## config.mk

```make
export PLATFORM = sky130hd
export DESIGN_NAME = mdio_phy_responder
export DESIGN_NICKNAME = d
export VERILOG_FILES = /design/src/rtl/mdio_phy_responder.sv
export SDC_FILE = /design/constraint.sdc
export NUM_CORES = 1
export LEC_CHECK = 0
export CAP_MARGIN = 5
export CORE_MARGIN = 4
export CORE_UTILIZATION = 45
export CTS_CLUSTER_SIZE = 28
export DETAILED_ROUTE_END_ITERATION = 16
export GPL_TIMING_DRIVEN = 0
export SLEW_MARGIN = 30
export SYNTH_ARGS = -nofsm -noshare
export SYNTH_HDL_FRONTEND = slang
export SYNTH_SLANG_ARGS = --single-unit
export TNS_END_PERCENT = 1
```

## constraint.sdc

```tcl
create_clock -name clk_200 -period 5.45 [get_ports clk_200]
set_clock_uncertainty 0.05 [all_clocks]
set_input_delay 0.545 -clock clk_200 [delete_from_list [all_inputs] [get_ports clk_200]]
set_output_delay 0.545 -clock clk_200 [all_outputs]
set_load 0.02 [all_outputs]
```

## src/rtl/mdio_phy_responder.sv

```systemverilog
// Clause-22 MDIO PHY-side responder: oversamples MDC in the clk_200 domain,
// decodes frames for PHY_ADDR and serves a 32 x 16-bit register file.
module mdio_phy_responder #(
  parameter logic [4:0]  PHY_ADDR = 5'd1,
  parameter logic [15:0] PHY_ID1  = 16'h0141,
  parameter logic [15:0] PHY_ID2  = 16'h0DD0,
  parameter int unsigned TIMEOUT  = 4096
) (
  input  logic        clk_200,
  input  logic        sys_rstn,
  input  logic        mdc_i,
  input  logic        mdio_i,
  output logic        mdio_o,
  output logic        mdio_t,
  input  logic [15:0] status_i,
  output logic        reg_wr_o,
  output logic [4:0]  reg_addr_o,
  output logic [15:0] reg_wdata_o,
  output logic        soft_rst_o
);

  typedef enum logic [3:0] {
    IDLE, ST1, OP, PHYAD, REGAD, TA, RD_DATA, WR_DATA, SKIP
  } state_t;

  localparam logic [12:0] TO_LIMIT = 13'(TIMEOUT);

  state_t      state, state_n;
  logic        mdc_q1, mdc_q2, mdc_q3;
  logic        mdio_q1, mdio_q2;
  logic        rise, fall, bit_in;
  logic [5:0]  pre_cnt, pre_cnt_n;
  logic [4:0]  bit_cnt, bit_cnt_n;
  logic        is_read, is_read_n;
  logic        op_msb, op_msb_n;
  logic [4:0]  phyad, phyad_n;
  logic [4:0]  regad, regad_n;
  logic [14:0] wdata, wdata_n;
  logic [15:0] wr_word;
  logic [15:0] rd_word, rd_word_n;
  logic [15:0] rd_mux;
  logic [4:0]  rd_addr;
  logic        mdio_o_n, mdio_t_n;
  logic        commit;
  logic [12:0] to_cnt;
  logic [15:0] regs [0:31];

  assign rise    = mdc_q2 & ~mdc_q3;
  assign fall    = ~mdc_q2 & mdc_q3;
  assign bit_in  = mdio_q2;
  assign wr_word = {wdata, bit_in};
  assign rd_addr = {regad[3:0], bit_in};

  // Read word source for the address completing on this rise.
  always_comb begin
    rd_mux = regs[rd_addr];
    unique case (rd_addr)
      5'd0:    rd_mux = {1'b0, regs[0][14:0]};
      5'd1:    rd_mux = status_i;
      5'd2:    rd_mux = PHY_ID1;
      5'd3:    rd_mux = PHY_ID2;
      default: rd_mux = regs[rd_addr];
    endcase
  end

  always_comb begin
    state_n   = state;
    pre_cnt_n = pre_cnt;
    bit_cnt_n = bit_cnt;
    is_read_n = is_read;
    op_msb_n  = op_msb;
    phyad_n   = phyad;
    regad_n   = regad;
    wdata_n   = wdata;
    rd_word_n = rd_word;
    mdio_o_n  = mdio_o;
    mdio_t_n  = mdio_t;
    commit    = 1'b0;
    unique case (state)
      IDLE: if (rise) begin
        if (bit_in) begin
          pre_cnt_n = (pre_cnt == 6'd63) ? pre_cnt : pre_cnt + 6'd1;
        end else begin
          pre_cnt_n = '0;
          if (pre_cnt >= 6'd32) state_n = ST1;
        end
      end
      ST1: if (rise) begin
        bit_cnt_n = '0;
        state_n   = bit_in ? OP : IDLE;
      end
      OP: if (rise) begin
        if (bit_cnt == 5'd0) begin
          op_msb_n  = bit_in;
          bit_cnt_n = 5'd1;
        end else begin
          bit_cnt_n = '0;
          is_read_n = op_msb & ~bit_in;
          state_n   = (op_msb ^ bit_in) ? PHYAD : IDLE;
        end
      end
      PHYAD: if (rise) begin
        phyad_n   = {phyad[3:0], bit_in};
        bit_cnt_n = bit_cnt + 5'd1;
        if (bit_cnt == 5'd4) begin
          bit_cnt_n = '0;
          state_n   = REGAD;
        end
      end
      REGAD: if (rise) begin
        regad_n   = rd_addr;
        bit_cnt_n = bit_cnt + 5'd1;
        if (bit_cnt == 5'd4) begin
          bit_cnt_n = '0;
          if (phyad == PHY_ADDR) begin
            state_n   = TA;
            rd_word_n = rd_mux;
          end else begin
            state_n = SKIP;
          end
        end
      end
      TA: begin
        if (rise) begin
          bit_cnt_n = bit_cnt + 5'd1;
          if (!is_read && bit_cnt == 5'd1) begin
            bit_cnt_n = '0;
            state_n   = WR_DATA;
          end
        end
        // Read: bus turns around on the fall following the TA bit 1 rise.
        if (fall && is_read && bit_cnt == 5'd1) begin
          bit_cnt_n = '0;
          mdio_t_n  = 1'b0;
          mdio_o_n  = 1'b0;
          state_n   = RD_DATA;
        end
      end
      RD_DATA: if (fall) begin
        if (bit_cnt == 5'd16) begin
          mdio_t_n = 1'b1;
          mdio_o_n = 1'b0;
          state_n  = IDLE;
        end else begin
          mdio_o_n  = rd_word[15];
          rd_word_n = {rd_word[14:0], 1'b0};
          bit_cnt_n = bit_cnt + 5'd1;
        end
      end
      WR_DATA: if (rise) begin
        wdata_n   = wr_word[14:0];
        bit_cnt_n = bit_cnt + 5'd1;
        if (bit_cnt == 5'd15) begin
          commit  = 1'b1;
          state_n = IDLE;
        end
      end
      SKIP: if (rise) begin
        bit_cnt_n = bit_cnt + 5'd1;
        if (bit_cnt == 5'd17) state_n = IDLE;
      end
      default: state_n = IDLE;
    endcase
    if (state != IDLE && to_cnt == TO_LIMIT) begin
      state_n  = IDLE;
      mdio_t_n = 1'b1;
      commit   = 1'b0;
    end
  end

  always_ff @(posedge clk_200 or negedge sys_rstn) begin
    if (!sys_rstn) begin
      mdc_q1      <= 1'b0;
      mdc_q2      <= 1'b0;
      mdc_q3      <= 1'b0;
      mdio_q1     <= 1'b1;
      mdio_q2     <= 1'b1;
      state       <= IDLE;
      pre_cnt     <= '0;
      bit_cnt     <= '0;
      is_read     <= 1'b0;
      op_msb      <= 1'b0;
      phyad       <= '0;
      regad       <= '0;
      wdata       <= '0;
      rd_word     <= '0;
      mdio_o      <= 1'b0;
      mdio_t      <= 1'b1;
      to_cnt      <= '0;
      reg_wr_o    <= 1'b0;
      reg_addr_o  <= '0;
      reg_wdata_o <= '0;
      soft_rst_o  <= 1'b0;
      for (int unsigned i = 0; i < 32; i++) begin
        regs[i] <= (i == 0) ? 16'h1140 : '0;
      end
    end else begin
      mdc_q1  <= mdc_i;
      mdc_q2  <= mdc_q1;
      mdc_q3  <= mdc_q2;
      mdio_q1 <= mdio_i;
      mdio_q2 <= mdio_q1;
      state   <= state_n;
      pre_cnt <= pre_cnt_n;
      bit_cnt <= bit_cnt_n;
      is_read <= is_read_n;
      op_msb  <= op_msb_n;
      phyad   <= phyad_n;
      regad   <= regad_n;
      wdata   <= wdata_n;
      rd_word <= rd_word_n;
      mdio_o  <= mdio_o_n;
      mdio_t  <= mdio_t_n;
      if (rise || fall) to_cnt <= '0;
      else if (to_cnt != TO_LIMIT) to_cnt <= to_cnt + 13'd1;
      reg_wr_o   <= commit;
      soft_rst_o <= commit && (regad == 5'd0) && wr_word[15];
      if (commit) begin
        reg_addr_o  <= regad;
        reg_wdata_o <= wr_word;
        if (regad == 5'd0) regs[0] <= {1'b0, wr_word[14:0]};
        else if (regad >= 5'd4) regs[regad] <= wr_word;
      end
    end
  end

endmodule

```

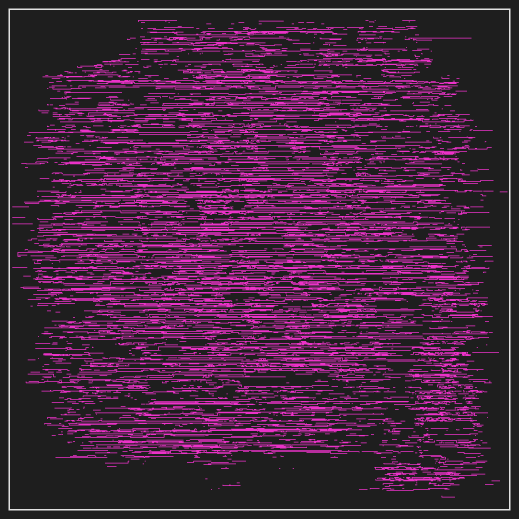
met1.png
Scale: 2 px per um.
- nets with wire on the layer: 1926
- share of all routed wire: 45%

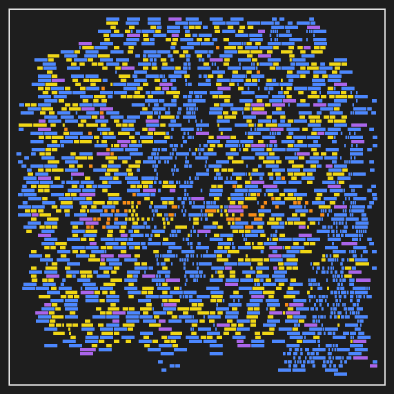
drive_strength.png
Scale: 1.5 px per um.
- purple: drive 6 and up (cells 96; share 4.7%)
- blue: drive 1 or less (cells 1249; share 61%)
- orange: drive 3 to 4 (cells 48; share 2.3%)
- yellow: drive 2 (cells 653; share 32%)

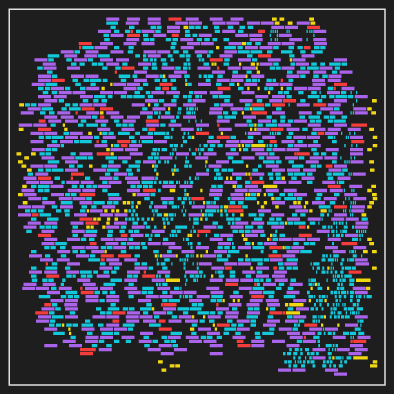
cell_classes.png
Scale: 1.5 px per um.
- purple: flops (cells 564; share of their area 49%)
- red: clock drivers and dummy loads (cells 111; share of their area 7.1%)
- yellow: other buffers and delay cells (cells 204; share of their area 4.8%)
- cyan: all other logic (cells 1167; share of their area 39%)

==> flow_metrics.tcl <==
# collected from the flow reports
set metrics [dict create \
    cap_viol_max_count 0 \
    initCoreUtil_pct 45.5 \
    ff2ff_path_depth 7 \
    io_pins 45 \
    rsz0062_at_grt "no" \
    comb_cells 1145 \
    total_power_mw 8.74 \
    timing.final.ws_setup_ns 1.52 \
    avgSynthCellArea_um2 13.9 \
    max-clock-path-buffers 3 \
    rr_endpoint "rd_word[8]" \
    num_rows 88 \
    power.density_nw_per_um2 292 \
    sh_comb_area_pct 37.8 \
    switchingPower_mw 1.92 \
    insertion_delay_ns 0.64 \
    path_buffers 4 \
    seqCellArea_um2 14100 \
    worstMarginPinSlew_ns 1.02 \
    overflow 0 \
    pg_seq_mw 4.22 \
    largest_cell_class "sequential cells" \
    hold_class "in -> async" \
    largest_reg_flops 463 \
    logic_area_um2 11300 \
    coreArea_um2 57700 \
    topCellsByArea "dfrtp_1, mux2_2, mux4_2" \
    edf_count 0 \
    slowest_delay_ns 0.82 \
    fp.dieH_um 250 \
    routed_wl_mm 78.4 \
    cts_resized 0 \
    grt_pass1_vias 17353 \
    cts_tree "done" \
    final_nets 2027 \
    clockNetworkAreaShare_pct 6.83 \
    fill_cells 4935 \
    comb-power_mw 0.275 \
    first_pass_iters 5 \
    combPwrFrac_pct 3.2 \
    cp-end-kind "register" \
    top_register "regs" \
    power_leader "the clock network" \
    ys_seq_share_pct 53.8 \
    path_class "reg -> reg" \
    largestRegisters "regs x463, rd_word x16, reg_wdata_o x16" \
    cts_root_buf "clkbuf_16" \
    tns_ns 0 \
    p_leak_nw 14.1 \
    antenna_found_initial 4 \
    yosys_warnings 0 \
    area_delta_synth_final_pct 14.0 \
    vias 16644 \
    clk_pin_slew_ns 0.07 \
    sh_seq_area_pct 47.2 \
    drc 0 \
    most_common_cell "dfrtp_1" \
    fin_crit_ns 3.93 \
    clockBufferCount 95 \
    synth_area_um2 26300 \
    slew_viol_final 0 \
    crit_path_frequent_cell "clkbuf_1" \
    clk-power_mw 4.25 \
    status "complete, no violations" \
    critPathArrivalTime_ns 4.40 \
    top_area_cell "dfrtp_1" \
    io_buffers 44 \
    log.warning_count 32 \
    grt_pass1_wl_mm 117 \
    p_sw_share_pct 21.9 \
    r2r_start "regad[1]" \
    routabilityCongestion 0.919 \
    syn_inst 1883 \
    grt_max_degree 90 \
    synth_stat.cells 1883 \
    synth_cell_types 70 \
    num_antenna_cells 1 \
    cp_top_family "buffers and inverters" \
    crit_chain "clkbuf_1 -> clkbuf_1 -> buf_1 -> buf_2 -> mux2i_1 -> o221ai_1 -> and2_1" \
    vias_per_cell 5.92 \
    power_frac_clock_pct 48.6 \
    buffer_area_share_pct 4.68 \
    synth.top_cell.area_share_pct 53.2 \
    fmax_mhz 254 \
    crit_fanout 10 \
    dp_slack_ns 1.69 \
    async_reset_ff_share_pct 100 \
    fp_nets 1914 \
    cp.required_ns 5.92 \
    peakVddDrop_uv 313 \
    r2r_setup_slack_ns 1.52 \
    dp_hpwl_mm 54.8 \
]
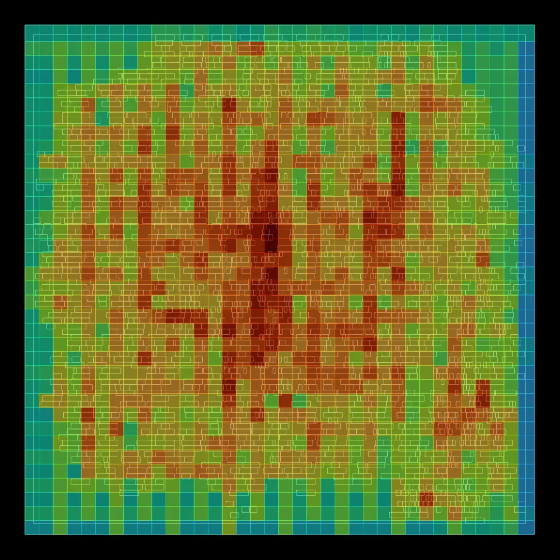
final_congestion.png
GRT busiest layer: met2
GR Layer Usage met2: 38.4%
met3 GRT Util: 5.47%
drt wl/cell: 27.9 um

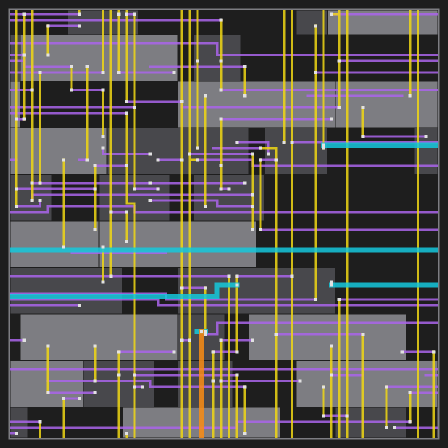
zoom.png
Window x 50 to 75, y 175 to 200 um. Cells in gray, sequential cells in the stronger gray; small squares are vias.
- yellow: met2
- purple: met1
- orange: met4
- cyan: met3
- sequential cells in the window: 11
- most frequent: dfrtp_1 (11), mux2_2 (6)
- cells with their middle in the window: 25
- netlist names of flops here include: `regs` (11)

metal layers:
layer,share of wire [%],wire length (um),vias up,GRT usage [%]
met5,0,0,-,0
met4,2.9,2260,0,7.76
met3,7.4,5810,135,5.47
met2,45,35400,557,38.4
met1,45,34900,8856,36.2
li1,-,-,7096,-
how the worst max path moves through the flow:
stage	end	from	cells past startpoint	slack, ns
finish	rd_word[8]	regad[1]	7	1.52
global route	rd_word[8]	regad[1]	7	1.47
CTS	rd_word[8]	regad[1]	7	1.68
detailed placement	rd_word[8]	regad[1]	7	1.69
global placement	regs[137]	sys_rstn	1	-21.01
floorplan	regs[503]	bit_cnt[2]	11	2.90
metrics by stage:
| step | hold WS [ns] | instance area [um2] | util [%] | instances |
|---|---|---|---|---|
| global route | 0.282 | 29900 | 51.9 | 2811 |
| floorplan | 0.199 | 26300 | - | 1883 |
| global placement | 0.296 | 27700 | 47.9 | 2692 |
| CTS | 0.249 | 29900 | 51.9 | 2811 |
| detailed placement | 0.297 | 27900 | 48.3 | 2699 |
| finish | 0.271 | 29900 | 51.9 | 2812 |
cell usage in the layout, fill, tap and decap left out, types with 31 or more instances in the layout:
cell	synthesis	layout
dfrtp_1	558	558
mux2_2	488	488
nand2_1	124	124
clkbuf_1	92	101
mux4_2	92	92
mux2i_1	63	63
clkbuf_16	0	59
clkdlybuf4s50_1	0	43
buf_4	38	38
o21ai_0	35	35
nor2_1	32	31
a22oi_1	31	31
logic make-up after synthesis:
family	Yosys count	share of synthesized area (%)
muxes	651	31.6
DFF	564	53.8
and+or+nand+nor	298	6.07
buffers and inverters	174	3.16
AOI/OAI and AO/OA	173	4.49
xor gates and xnor gates	12	0.400
adders and majority gates	11	0.524
timing repair:
item,CTS,global route
hold buffers,1,0
endpoints found under the hold margin,99,0
buffers inserted,0,0
